`src/rtl/calc_pkg.sv`:
```
`default_nettype none
// ---------------------------------------------------------------------------
// calc_pkg : shared states, opcodes and key codes for the calculator sequencer
// Revision : 1.0
// ---------------------------------------------------------------------------
package calc_pkg;

  typedef enum logic [2:0] {
    S_OPA  = 3'd0,
    S_OPB  = 3'd1,
    S_RDY  = 3'd2,
    S_EXEC = 3'd3,
    S_WAIT = 3'd4,
    S_RES  = 3'd5,
    S_ERR  = 3'd6
  } state_e;

  localparam logic [3:0] OP_ADD  = 4'd0;
  localparam logic [3:0] OP_SUB  = 4'd1;
  localparam logic [3:0] OP_MUL  = 4'd2;
  localparam logic [3:0] OP_DIV  = 4'd3;
  localparam logic [3:0] OP_NOT  = 4'd4;
  localparam logic [3:0] OP_ASL  = 4'd11;
  localparam logic [3:0] OP_NONE = 4'hF;

  localparam logic [3:0] KEY_EQ  = 4'hE;
  localparam logic [3:0] KEY_CLR = 4'hF;

  // Wide enough for mag*10+digit with mag up to 127 (max 1279).
  localparam int MAG_W = 11;

endpackage
`default_nettype wire

```
`src/rtl/calc_digit_acc.sv`:
```
`default_nettype none
// ---------------------------------------------------------------------------
// calc_digit_acc : decimal magnitude/sign accumulator producing a signed operand
// Revision : 1.0
// ---------------------------------------------------------------------------
module calc_digit_acc
  import calc_pkg::*;
#(
  parameter int DATA_W  = 8,
  parameter int MAX_MAG = 127
) (
  input  logic              i_clk,
  input  logic              i_rst,
  input  logic              i_clear,
  input  logic              i_load,
  input  logic [DATA_W-1:0] i_load_value,
  input  logic              i_digit_valid,
  input  logic [3:0]        i_digit,
  input  logic              i_toggle,
  output logic              o_accept,
  output logic [DATA_W-1:0] o_operand
);

  logic [MAG_W-1:0]  r_mag;
  logic              r_sign;
  logic [MAG_W-1:0]  w_next_mag;
  logic [DATA_W-1:0] w_load_abs;
  logic [DATA_W-1:0] w_mag_trunc;

  always_comb begin
    w_next_mag  = r_mag * MAG_W'(10) + MAG_W'(i_digit);
    o_accept    = i_digit_valid && (w_next_mag <= MAG_W'(MAX_MAG));
    w_load_abs  = i_load_value[DATA_W-1] ? -i_load_value : i_load_value;
    w_mag_trunc = r_mag[DATA_W-1:0];
    o_operand   = r_sign ? -w_mag_trunc : w_mag_trunc;
  end

  always_ff @(posedge i_clk) begin
    if (i_rst || i_clear) begin
      r_mag  <= '0;
      r_sign <= 1'b0;
    end else if (i_load) begin
      // Loading a signed value splits it back into magnitude and sign.
      r_mag  <= MAG_W'(w_load_abs);
      r_sign <= i_load_value[DATA_W-1];
    end else begin
      if (o_accept) r_mag <= w_next_mag;
      if (i_toggle) r_sign <= ~r_sign;
    end
  end

endmodule
`default_nettype wire

```
`src/rtl/calc_seq_ctrl.sv`:
```
`default_nettype none
// ---------------------------------------------------------------------------
// calc_seq_ctrl : key-entry sequencer building operands and driving the ALU
// Revision : 1.0
// ---------------------------------------------------------------------------
module calc_seq_ctrl
  import calc_pkg::*;
#(
  parameter int DATA_W      = 8,
  parameter int MAX_MAG     = 127,
  parameter int ALU_TIMEOUT = 16
) (
  input  logic              i_sys_clock,
  input  logic              i_sys_reset,
  input  logic [3:0]        i_ctrl_hex_keycode,
  input  logic              i_ctrl_hex_valid,
  input  logic [3:0]        i_ctrl_op_keycode,
  input  logic              i_ctrl_op_valid,
  input  logic              i_ctrl_neg_flag,
  input  logic [DATA_W-1:0] i_ctrl_alu_result,
  input  logic              i_ctrl_alu_error,
  input  logic              i_ctrl_alu_done,
  output logic [DATA_W-1:0] o_ctrl_operand_a,
  output logic [DATA_W-1:0] o_ctrl_operand_b,
  output logic [3:0]        o_ctrl_opcode,
  output logic              o_ctrl_alu_start,
  output logic              o_ctrl_hex_new_input,
  output logic [DATA_W-1:0] o_ctrl_display,
  output logic              o_ctrl_error,
  output logic [2:0]        o_ctrl_state
);

  localparam int CNT_W = $clog2(ALU_TIMEOUT + 1);

  state_e            r_state;
  logic [3:0]        r_opcode;
  logic              r_start;
  logic              r_new_input;
  logic              r_error;
  logic              r_neg_prev;
  logic              r_b_has;
  logic [CNT_W-1:0]  r_cnt;
  logic [DATA_W-1:0] r_result;

  logic              w_clr, w_eq, w_op, w_dig, w_neg_edge;
  logic              w_res_op, w_res_dig;
  logic              w_a_load, w_a_dig, w_a_tog, w_a_acc;
  logic              w_b_clr, w_b_dig, w_b_tog, w_b_acc;
  logic [DATA_W-1:0] w_a_load_val, w_opa, w_opb;

  // Priority: clear > equals > operator > digit.
  always_comb begin
    w_clr        = i_ctrl_hex_valid && (i_ctrl_hex_keycode == KEY_CLR);
    w_eq         = i_ctrl_hex_valid && (i_ctrl_hex_keycode == KEY_EQ);
    w_op         = i_ctrl_op_valid && !w_clr && !w_eq;
    w_dig        = i_ctrl_hex_valid && (i_ctrl_hex_keycode <= 4'd9) && !i_ctrl_op_valid;
    w_neg_edge   = i_ctrl_neg_flag && !r_neg_prev;
    w_res_op     = (r_state == S_RES) && w_op;
    w_res_dig    = (r_state == S_RES) && w_dig;
    w_a_load     = w_res_op || w_res_dig;
    w_a_load_val = w_res_op ? r_result : {{(DATA_W-4){1'b0}}, i_ctrl_hex_keycode};
    w_a_dig      = (r_state == S_OPA) && w_dig;
    w_a_tog      = (r_state == S_OPA) && w_neg_edge && !w_clr;
    w_b_clr      = w_clr || w_a_load;
    w_b_dig      = (r_state == S_OPB) && w_dig;
    w_b_tog      = (r_state == S_OPB) && w_neg_edge && !w_clr;
  end

  calc_digit_acc #(.DATA_W(DATA_W), .MAX_MAG(MAX_MAG)) u_acc_a (
    .i_clk        (i_sys_clock),
    .i_rst        (i_sys_reset),
    .i_clear      (w_clr),
    .i_load       (w_a_load),
    .i_load_value (w_a_load_val),
    .i_digit_valid(w_a_dig),
    .i_digit      (i_ctrl_hex_keycode),
    .i_toggle     (w_a_tog),
    .o_accept     (w_a_acc),
    .o_operand    (w_opa)
  );

  calc_digit_acc #(.DATA_W(DATA_W), .MAX_MAG(MAX_MAG)) u_acc_b (
    .i_clk        (i_sys_clock),
    .i_rst        (i_sys_reset),
    .i_clear      (w_b_clr),
    .i_load       (1'b0),
    .i_load_value ('0),
    .i_digit_valid(w_b_dig),
    .i_digit      (i_ctrl_hex_keycode),
    .i_toggle     (w_b_tog),
    .o_accept     (w_b_acc),
    .o_operand    (w_opb)
  );

  always_ff @(posedge i_sys_clock) begin
    if (i_sys_reset) begin
      r_state     <= S_OPA;
      r_opcode    <= OP_NONE;
      r_start     <= 1'b0;
      r_new_input <= 1'b0;
      r_error     <= 1'b0;
      r_neg_prev  <= 1'b0;
      r_b_has     <= 1'b0;
      r_cnt       <= '0;
      r_result    <= '0;
    end else begin
      r_start     <= 1'b0;
      r_neg_prev  <= i_ctrl_neg_flag;
      r_new_input <= w_a_acc || w_b_acc || w_res_dig || w_clr;
      if (w_b_acc) r_b_has <= 1'b1;
      if (w_clr) begin
        r_state  <= S_OPA;
        r_opcode <= OP_NONE;
        r_error  <= 1'b0;
        r_b_has  <= 1'b0;
        r_cnt    <= '0;
        r_result <= '0;
      end else begin
        case (r_state)
          S_OPA: if (w_op) begin
            r_opcode <= i_ctrl_op_keycode;
            r_state  <= (i_ctrl_op_keycode == OP_NOT) ? S_RDY : S_OPB;
          end
          S_OPB: begin
            if (w_eq && r_b_has) r_state <= S_EXEC;
            else if (w_op && !r_b_has) begin
              r_opcode <= i_ctrl_op_keycode;
              if (i_ctrl_op_keycode == OP_NOT) r_state <= S_RDY;
            end
          end
          S_RDY: if (w_eq) r_state <= S_EXEC;
          S_EXEC: begin
            if ((r_opcode == OP_DIV) && (w_opb == '0)) begin
              r_state <= S_ERR;
              r_error <= 1'b1;
            end else begin
              r_start <= 1'b1;
              r_cnt   <= '0;
              r_state <= S_WAIT;
            end
          end
          S_WAIT: begin
            if (i_ctrl_alu_done) begin
              r_result <= i_ctrl_alu_result;
              r_state  <= i_ctrl_alu_error ? S_ERR : S_RES;
              r_error  <= i_ctrl_alu_error;
            end else if (r_cnt == CNT_W'(ALU_TIMEOUT - 1)) begin
              r_state <= S_ERR;
              r_error <= 1'b1;
            end else begin
              r_cnt <= r_cnt + 1'b1;
            end
          end
          S_RES: begin
            if (w_op) begin
              r_opcode <= i_ctrl_op_keycode;
              r_b_has  <= 1'b0;
              r_state  <= (i_ctrl_op_keycode == OP_NOT) ? S_RDY : S_OPB;
            end else if (w_dig) begin
              r_opcode <= OP_NONE;
              r_b_has  <= 1'b0;
              r_state  <= S_OPA;
            end
          end
          S_ERR:   r_state <= S_ERR;
          default: r_state <= S_OPA;
        endcase
      end
    end
  end

  always_comb begin
    case (r_state)
      S_OPA, S_RDY:   o_ctrl_display = w_opa;
      S_OPB:          o_ctrl_display = w_opb;
      S_EXEC, S_WAIT: o_ctrl_display = (r_opcode == OP_NOT) ? w_opa : w_opb;
      S_RES:          o_ctrl_display = r_result;
      default:        o_ctrl_display = '0;
    endcase
  end

  assign o_ctrl_operand_a     = w_opa;
  assign o_ctrl_operand_b     = w_opb;
  assign o_ctrl_opcode        = r_opcode;
  assign o_ctrl_alu_start     = r_start;
  assign o_ctrl_hex_new_input = r_new_input;
  assign o_ctrl_error         = r_error;
  assign o_ctrl_state         = r_state;

endmodule
`default_nettype wire

```
`config.mk`:
```
export PLATFORM = sky130hd
export DESIGN_NAME = calc_seq_ctrl
export DESIGN_NICKNAME = d
export VERILOG_FILES = /design/src/rtl/calc_pkg.sv /design/src/rtl/calc_digit_acc.sv /design/src/rtl/calc_seq_ctrl.sv
export SDC_FILE = /design/constraint.sdc
export NUM_CORES = 1
export LEC_CHECK = 0
export CAP_MARGIN = 20
export CORE_UTILIZATION = 30
export DETAILED_ROUTE_END_ITERATION = 7
export SLEW_MARGIN = 20
export SYNTH_ARGS = -nofsm -noshare
export SYNTH_HDL_FRONTEND = slang
export SYNTH_HIERARCHICAL = 1
export SYNTH_SLANG_ARGS = --single-unit
```
`constraint.sdc`:
```
create_clock -name i_sys_clock -period 3.5 [get_ports i_sys_clock]
set_input_delay 0.7 -clock i_sys_clock [delete_from_list [all_inputs] [get_ports i_sys_clock]]
set_output_delay 0.7 -clock i_sys_clock [all_outputs]
set_load 0.03 [all_outputs]
```
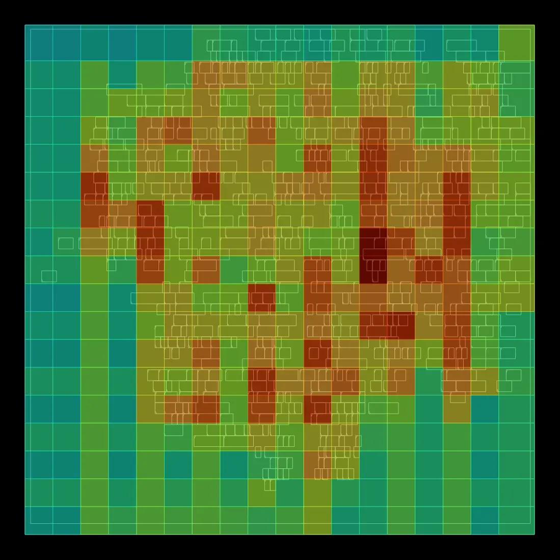
**Above:** run 1 (track usage over the die).
GR met2 Demand/Resource: 28.79%
grt peak-use layer: met2
WL/cell: 15.61 um
grt met3 use: 2.464%

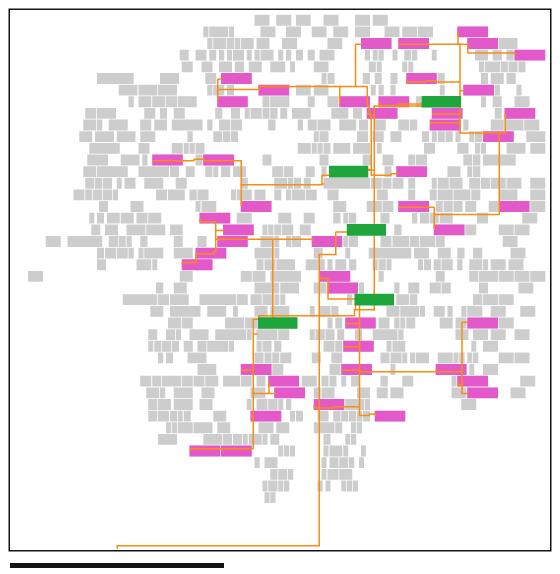
**Above:** run 1 (clock wires, drivers and flops).
Scale bar: 50 um.
Key: flip-flops = magenta [count 47]; cells driving clock nets = green [count 5]; clock wires = orange [length 794 um]
There are 6 routed clock nets.

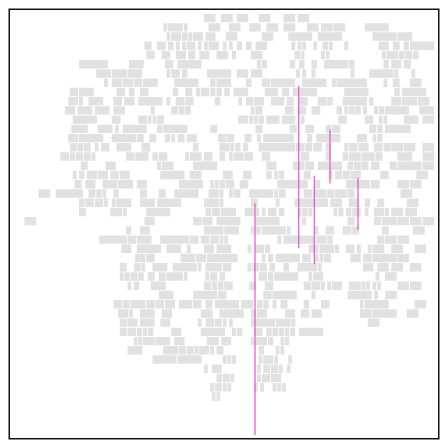
**Above:** run 1 (met4 routing).
The layer holds 1.3% of the routed length. The wires run mostly vertical. 5 nets have wire on it.

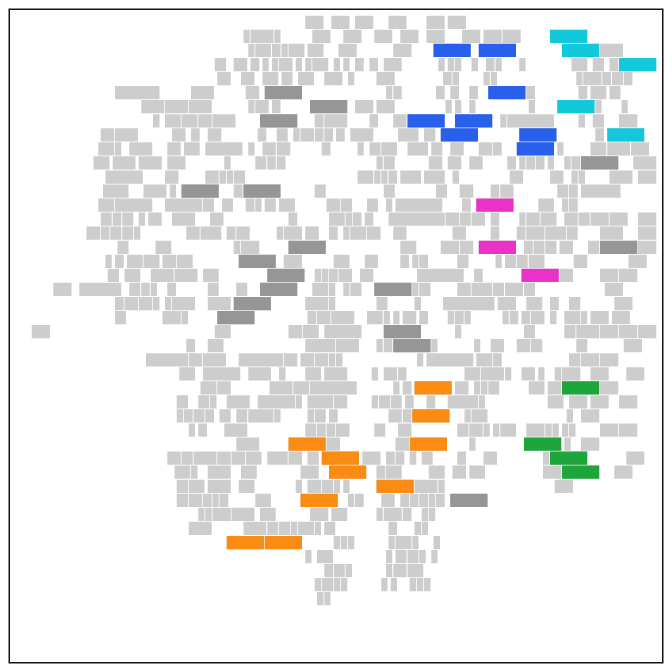
**Above:** run 1 (sequential cells grouped by signal name).
Other sequential cells in the stronger gray, the rest of the logic in the fainter gray.
Key: o_ctrl_opcode = green [sequential cells 4]; o_ctrl_state = magenta [sequential cells 3]; r_cnt = cyan [sequential cells 5, where upper right]; r_result = blue [sequential cells 8, where upper right]; u_acc_b/r_mag = orange [sequential cells 10]
Another 17 sequential cells are not colored.

[run 1: worst register-to-register path, cell delays in order (launching register included)]
cell	delay, ps
dfxtp_1	480
ha_1	290
ha_1	240
fa_1	600
o211ai_1	190
nor3_4	280
xnor2_1	140
xnor2_1	130
a31o_1	250
nand2_4	100
inv_2	40
a2111oi_0	350
nor2_1	70
[run 1: metal layers]
metal	vias up	share of wire, %	global-route usage (%)
met5	-	0	0
met4	0	1.3	4.465
met1	2137	49	22.09
met3	13	3.2	2.464
li1	2263	-	-
met2	89	47	28.79
[run 1: area by class of cell]
cell class                 instances  share of cell area [%]
clock buffer                       6                   2.415
clock inverter                     2                  0.6091
inverter                          27                   1.762
multi-input combinational        502                   61.28
sequential                        47                   16.36
tap                              188                   4.090
timing repair buffer              82                   13.49
==> flow_metrics.tcl, run 1 <==
# flow metrics
set metrics [dict create \
    antenna_found_initial 0 \
    setup_ws_ps 163.0 \
    ys_warn_count 6 \
    critPathRequiredTime_ps 2800 \
    grt_pass1_wl_um 21580 \
    comb_area_um2 3525 \
    synth_area_per_cell_um2 7.959 \
    synth-compound-area-share_pct 23.02 \
    ff_type "dfxtp_1" \
    seq_area_um2 940.9 \
    power.internal_uw 1578 \
    clock_latency_ps 300 \
    maxCapViolCount 0 \
    dr_total_vias 4502 \
    globalRouteOverflowTotal 0 \
    warning_count 26 \
    clkTransAtPathRegs_ps 70 \
    cts_sinks 47 \
    hold_class "reg2reg" \
    clockBufferDepth 2 \
    status "completed" \
]
==> run 2: changes to the inputs <==
- ABC_AREA: unset -> 1
- SKIP_LAST_GASP: unset -> 1
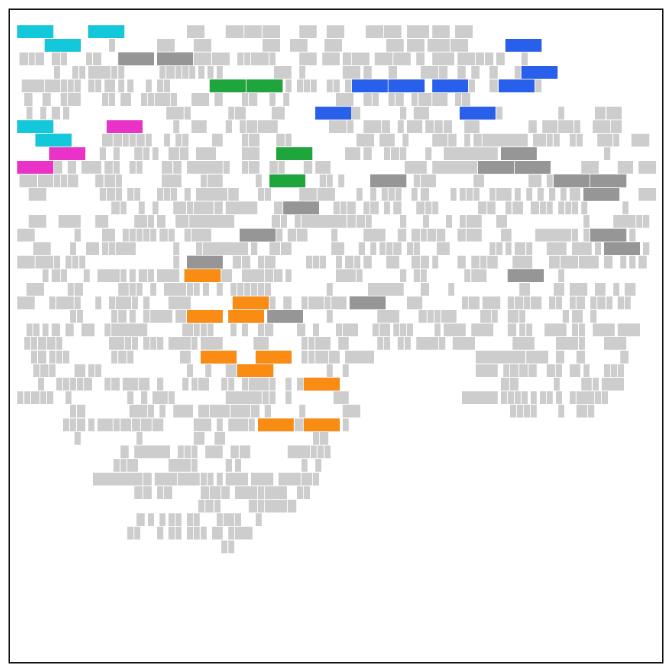
**Above:** run 2 (sequential cells grouped by signal name).
Other sequential cells in the stronger gray, the rest of the logic in the fainter gray.
Key: r_cnt = cyan [sequential cells 5, where upper left]; u_acc_b/r_mag = orange [sequential cells 10]; r_result = blue [sequential cells 8]; o_ctrl_opcode = green [sequential cells 4, where top center]; o_ctrl_state = magenta [sequential cells 3]
Another 17 sequential cells are not colored.
flip-flop and latch area: 940.9 um^2
Power Sequential: 706 uW

==> flow_metrics.tcl, run 2 <==
# flow metrics
set metrics [dict create \
    logic_gate_count 634 \
    clockBufferDepth 2 \
    setup_ws_ps 80.01 \
    seq_share_pct 15.50 \
    warning_count 27 \
    met1_usage_pct 23.61 \
    grt_util_met2_pct 25.12 \
    hold_class "reg2reg" \
    comb_area_um2 3635 \
    maxCapViolCount 0 \
    dr_total_vias 4979 \
    grt_pass1_wl_um 21700 \
    dominant_cells "logic gates" \
    antenna_found_initial 0 \
    buf_share_pct 10.34 \
    ys_warn_count 6 \
    globalRouteOverflowTotal 0 \
    status "completed" \
    nNonClkBuffers 64 \
    inverters_excl_clock 116 \
    detail_route.wl_per_cell_um 12.29 \
    wl_met2_um 5905 \
    nClkBuffers 5 \
    wl_met1_um 6853 \
    clockNetworkAreaShare_pct 2.679 \
    maxUsedRoutingLayer "met4" \
    routed-wl-met3_um 447 \
    clock_latency_ps 290 \
]
[run 2: worst paths after layout]
check / from / endpoint / cells past startpoint / slack [ps]
setup / recovery: u_acc_a/r_mag[0]$_SDFFE_PP0P_ / o_ctrl_display[5] / 7 / 80
setup reg to reg: u_acc_a/r_mag[1]$_SDFFE_PP0P_ / u_acc_a/r_mag[1]$_SDFFE_PP0P_ / 17 / 440
hold / removal: u_acc_a/r_mag[8]$_SDFFE_PP0P_ / u_acc_a/r_mag[8]$_SDFFE_PP0P_ / 2 / 440
hold reg to reg: u_acc_a/r_mag[8]$_SDFFE_PP0P_ / u_acc_a/r_mag[8]$_SDFFE_PP0P_ / 2 / 440
[run 2: report_power, final]
part           total (uW)  internal, uW  switching, uW
registers             706           606            100
clock network         541           333            208
logic                1680           628           1050
==> run 3: changes to the inputs <==
- ABC_AREA: 1 -> unset
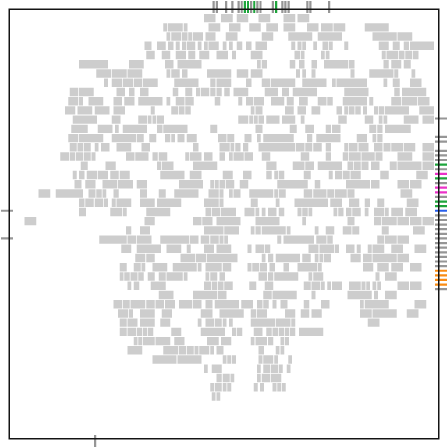
**Above:** run 3 (ports around the boundary).
Pins as bars across the die edge, other pins in gray.
Key: i_ctrl_op_valid = blue [pins 1, direction input, edge right]; i_ctrl_op_keycode = orange [pins 4, direction input, edge right]; o_ctrl_state = magenta [pins 3, direction output, edge right]; o_ctrl_display = green [pins 8, direction output, edge 4 top, 4 right]
All pins by edge: 34 right, 20 top, 2 left, 1 bottom.

==> flow_metrics.tcl, run 3 <==
# flow metrics
set metrics [dict create \
    status "completed" \
    grt.met3_usage_pct 2.464 \
    switching_share_pct 43.01 \
    cts_sinks 47 \
    clock_latency_ps 300 \
    top_usage_layer "met2" \
    seq_cells 47 \
    ys_warn_count 6 \
    grt_pass1_wl_um 21580 \
    synth-compound-area-share_pct 23.02 \
    nClkBuffers 6 \
    inverters_excl_clock 27 \
    power.internal_uw 1578 \
    maxUsedRoutingLayer "met4" \
    largestPowerGroup "combinational logic" \
    seq_area_um2 940.9 \
    wl_met2_um 6213 \
    power_frac_clock_pct 21.1 \
    setup_ws_ps 163.0 \
    logic_gate_count 502 \
    holdPathStages 2 \
    detail_route.wl_per_cell_um 15.61 \
    dr_total_vias 4502 \
    critPathRequiredTime_ps 2800 \
    maxCapViolCount 0 \
    rrSetupSlack_ps 210 \
]
==> run 3: how the worst max path moves through the flow <==
stage               depth (start not counted)                           from                               to  slack (ps)
global route                               10  u_acc_b/r_mag[3]$_SDFFE_PP0P_    u_acc_b/r_mag[3]$_SDFFE_PP0P_          30
global placement                           11          i_ctrl_hex_keycode[1]    u_acc_a/r_mag[0]$_SDFFE_PP0P_          80
finish                                      8  u_acc_b/r_mag[2]$_SDFFE_PP0P_                o_ctrl_display[7]         160
CTS                                         6   o_ctrl_state[2]$_SDFFE_PP0P_                o_ctrl_display[1]          70
detailed placement                         10          i_ctrl_hex_keycode[1]    u_acc_b/r_mag[0]$_SDFFE_PP0P_          60
floorplan                                  13  u_acc_b/r_mag[1]$_SDFFE_PP0P_  o_ctrl_hex_new_input$_SDFF_PP0_         420
Power and IR drop assume default switching activity.
